`src/rtl/raisin64_run_ctrl.sv`:
```
// raisin64 run controller: sequences the core reset, supervises the run and
// stops it on halt request, PC self-loop or cycle-budget timeout, while
// keeping cycle and retired-instruction counts for pass/fail and perf readout.
module raisin64_run_ctrl #(
  parameter int unsigned PC_W           = 64,
  parameter int unsigned CNT_W          = 32,
  parameter int unsigned RESET_CYCLES   = 2,
  parameter int unsigned TIMEOUT_CYCLES = 40,
  parameter int unsigned STALL_CYCLES   = 4
) (
  input  logic             clk,
  input  logic             rst,
  input  logic             start,
  input  logic [PC_W-1:0]  pc,
  input  logic             retire,
  input  logic             halt_req,
  output logic             cpu_rst_n,
  output logic             running,
  output logic             done,
  output logic             halted,
  output logic             timed_out,
  output logic [CNT_W-1:0] cycle_cnt,
  output logic [CNT_W-1:0] retire_cnt
);

  typedef enum logic [1:0] {
    S_IDLE  = 2'd0,
    S_RESET = 2'd1,
    S_RUN   = 2'd2,
    S_DONE  = 2'd3
  } state_t;

  localparam logic [CNT_W-1:0] CNT_MAX     = '1;
  localparam logic [CNT_W-1:0] CNT_ONE     = CNT_W'(1);
  localparam logic [CNT_W-1:0] RESET_LOAD  = CNT_W'(RESET_CYCLES);
  localparam logic [CNT_W-1:0] TIMEOUT_LIM = CNT_W'(TIMEOUT_CYCLES);
  localparam logic [CNT_W-1:0] STALL_LIM   = CNT_W'(STALL_CYCLES);
  localparam bit               TIMEOUT_EN  = (TIMEOUT_CYCLES != 0);
  localparam bit               STALL_EN    = (STALL_CYCLES != 0);

  state_t           state;
  logic [CNT_W-1:0] rst_len;
  logic [CNT_W-1:0] stall_cnt;
  logic [PC_W-1:0]  prev_pc;
  logic             prev_valid;

  logic [CNT_W-1:0] cyc_inc_c;
  logic [CNT_W-1:0] ret_inc_c;
  logic [CNT_W-1:0] stall_nxt_c;
  logic             pc_same_c;
  logic             halt_hit_c;
  logic             timeout_hit_c;

  // Saturating counter updates and this cycle's exit conditions while in RUN.
  always_comb begin
    cyc_inc_c     = cycle_cnt;
    ret_inc_c     = retire_cnt;
    stall_nxt_c   = '0;
    pc_same_c     = 1'b0;
    halt_hit_c    = 1'b0;
    timeout_hit_c = 1'b0;

    if (cycle_cnt != CNT_MAX) cyc_inc_c = cycle_cnt + CNT_ONE;
    if (retire && (retire_cnt != CNT_MAX)) ret_inc_c = retire_cnt + CNT_ONE;

    // First RUN cycle has no valid previous PC, so it always counts as a change.
    pc_same_c = prev_valid && (pc == prev_pc);
    if (pc_same_c) begin
      if (stall_cnt >= STALL_LIM) stall_nxt_c = STALL_LIM;
      else                        stall_nxt_c = stall_cnt + CNT_ONE;
    end

    halt_hit_c    = halt_req || (STALL_EN && (stall_nxt_c == STALL_LIM));
    timeout_hit_c = TIMEOUT_EN && (cyc_inc_c == TIMEOUT_LIM);
  end

  // Run-control FSM with registered outputs; rst overrides every state.
  always_ff @(posedge clk) begin
    if (rst) begin
      state      <= S_IDLE;
      cpu_rst_n  <= 1'b0;
      running    <= 1'b0;
      done       <= 1'b0;
      halted     <= 1'b0;
      timed_out  <= 1'b0;
      cycle_cnt  <= '0;
      retire_cnt <= '0;
      rst_len    <= '0;
      stall_cnt  <= '0;
      prev_pc    <= '0;
      prev_valid <= 1'b0;
    end else begin
      case (state)
        S_IDLE, S_DONE: begin
          if (start) begin
            state      <= S_RESET;
            rst_len    <= RESET_LOAD;
            cpu_rst_n  <= 1'b0;
            running    <= 1'b0;
            done       <= 1'b0;
            halted     <= 1'b0;
            timed_out  <= 1'b0;
            cycle_cnt  <= '0;
            retire_cnt <= '0;
            stall_cnt  <= '0;
            prev_valid <= 1'b0;
          end
        end
        S_RESET: begin
          // Release lands RESET_CYCLES+1 edges after the start edge.
          if (rst_len == '0) begin
            state     <= S_RUN;
            cpu_rst_n <= 1'b1;
            running   <= 1'b1;
          end else begin
            rst_len <= rst_len - CNT_ONE;
          end
        end
        S_RUN: begin
          cycle_cnt  <= cyc_inc_c;
          retire_cnt <= ret_inc_c;
          stall_cnt  <= stall_nxt_c;
          prev_pc    <= pc;
          prev_valid <= 1'b1;
          // Halt has priority over a coincident timeout.
          if (halt_hit_c || timeout_hit_c) begin
            state     <= S_DONE;
            cpu_rst_n <= 1'b0;
            running   <= 1'b0;
            done      <= 1'b1;
            halted    <= halt_hit_c;
            timed_out <= !halt_hit_c;
          end
        end
        default: state <= S_IDLE;
      endcase
    end
  end

endmodule

```
`config.mk`:
```
export PLATFORM = sky130hd
export DESIGN_NAME = raisin64_run_ctrl
export DESIGN_NICKNAME = d
export VERILOG_FILES = /design/src/rtl/raisin64_run_ctrl.sv
export SDC_FILE = /design/constraint.sdc
export NUM_CORES = 1
export LEC_CHECK = 0
export ABC_AREA = 0
export ABC_CLOCK_PERIOD_IN_PS = 5000
export CAP_MARGIN = 5
export CORE_UTILIZATION = 30
export CTS_BUF_LIST = sky130_fd_sc_hd__clkbuf_4 sky130_fd_sc_hd__clkbuf_8
export DETAILED_ROUTE_END_ITERATION = 12
export PLACE_DENSITY_LB_ADDON = 0.05
export SLEW_MARGIN = 20
export SYNTH_ARGS = -nofsm -noshare
export SYNTH_HDL_FRONTEND = slang
export SYNTH_SLANG_ARGS = --single-unit
```
`constraint.sdc`:
```
create_clock -name clk -period 5 [get_ports clk]
set_input_delay 0.5 -clock clk [delete_from_list [all_inputs] [get_ports clk]]
set_output_delay 0.5 -clock clk [all_outputs]
set_load 0.005 [all_outputs]
```
### Clock wiring as the flow saved it

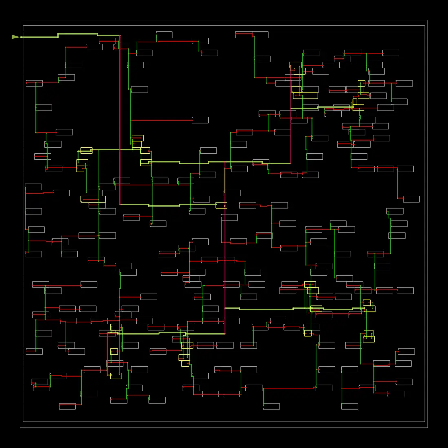
Flop Count: 199
clock buffers: 18
clk pwr: 1.11 mW
Num CTS Buffers: 17
CTS sink cnt: 199

### Routed metal per tile

The bar under the picture is 50 um long. The die is cut into 36 by 36 equal tiles; white is low, dark blue is high, scaled to the fullest tile. Values are wire area over tile area, all layers added.
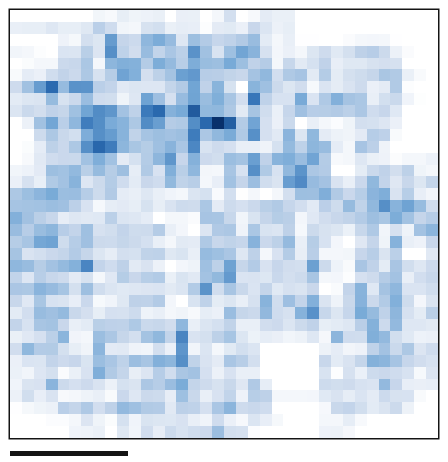
emptiest ninth of the die: north-east
mean over tiles: 0.12
densest ninth of the die: north
fullest tile: 0.55

==> results.ini <==
[status]
status=finished, final reports clean

[global_route]
busiest_layer=met2
grt_remaining_overflow=0
use_met3_pct=4.57

[routing]
wl_met3_um=1410
routed_wl_um=25400
drt_iter0_drc=445
met2_wirelength_um=11100
met1_length_um=12700

[critical_path]
crit_path_start=cycle_cnt[0]
timing.rr.start=cycle_cnt[0]
critical_path_class=register to register
endpoint_kind=register
startpoint_type=register
reg2reg_to=state[0]
cpPeakStageDelay_ns=0.49

[final_layout]
flop_area_mm2=0.00398
clock_area_share_pct=3.48
utilization_pct=37.2
nNonClkBuffers=148
antenna_cells=0
fin_nets=1303
nonClkBufAreaFrac_pct=12.3
fin_cells=1640

[power_and_ir_drop]
power_mw=4.28
p_leak_nw=4.16
switching_share_pct=35.6

[timing]
hold_violations=0
slew_violations=0
rsz0062_at_grt=false
fin_ws_ns=1.50

[synthesis]
synth_nets=1195
top_area_share_pct=41.0
ys_ff=199
aoi_share_pct=10.4
ys_top_logic_family=simple AND/OR/NAND/NOR gates
synth.most_common_cell=dfxtp_1
edf_count=0
async_reset_ff_share_pct=0
synthCells=1118
ys_top_cells_by_area=dfxtp_1 41%, nor2_1 7.6%, mux2i_1 7.2%
yosys.area_share.xor_xnor_pct=10.4

[place]
port_buffers=137
place_area_mm2=0.0114
dpl.cell_count=1609

[floorplanning]
initCoreUtil_pct=30.7
die_w_um=182

[worst_hold_path]
hold_path_class=primary input to register
min_from=rst
hold_path_end=rst_len[0]

[flow_run]
drv_cap=0

[clock_network]
htreeDepth=4

Power is estimated from default activity; no workload was simulated.
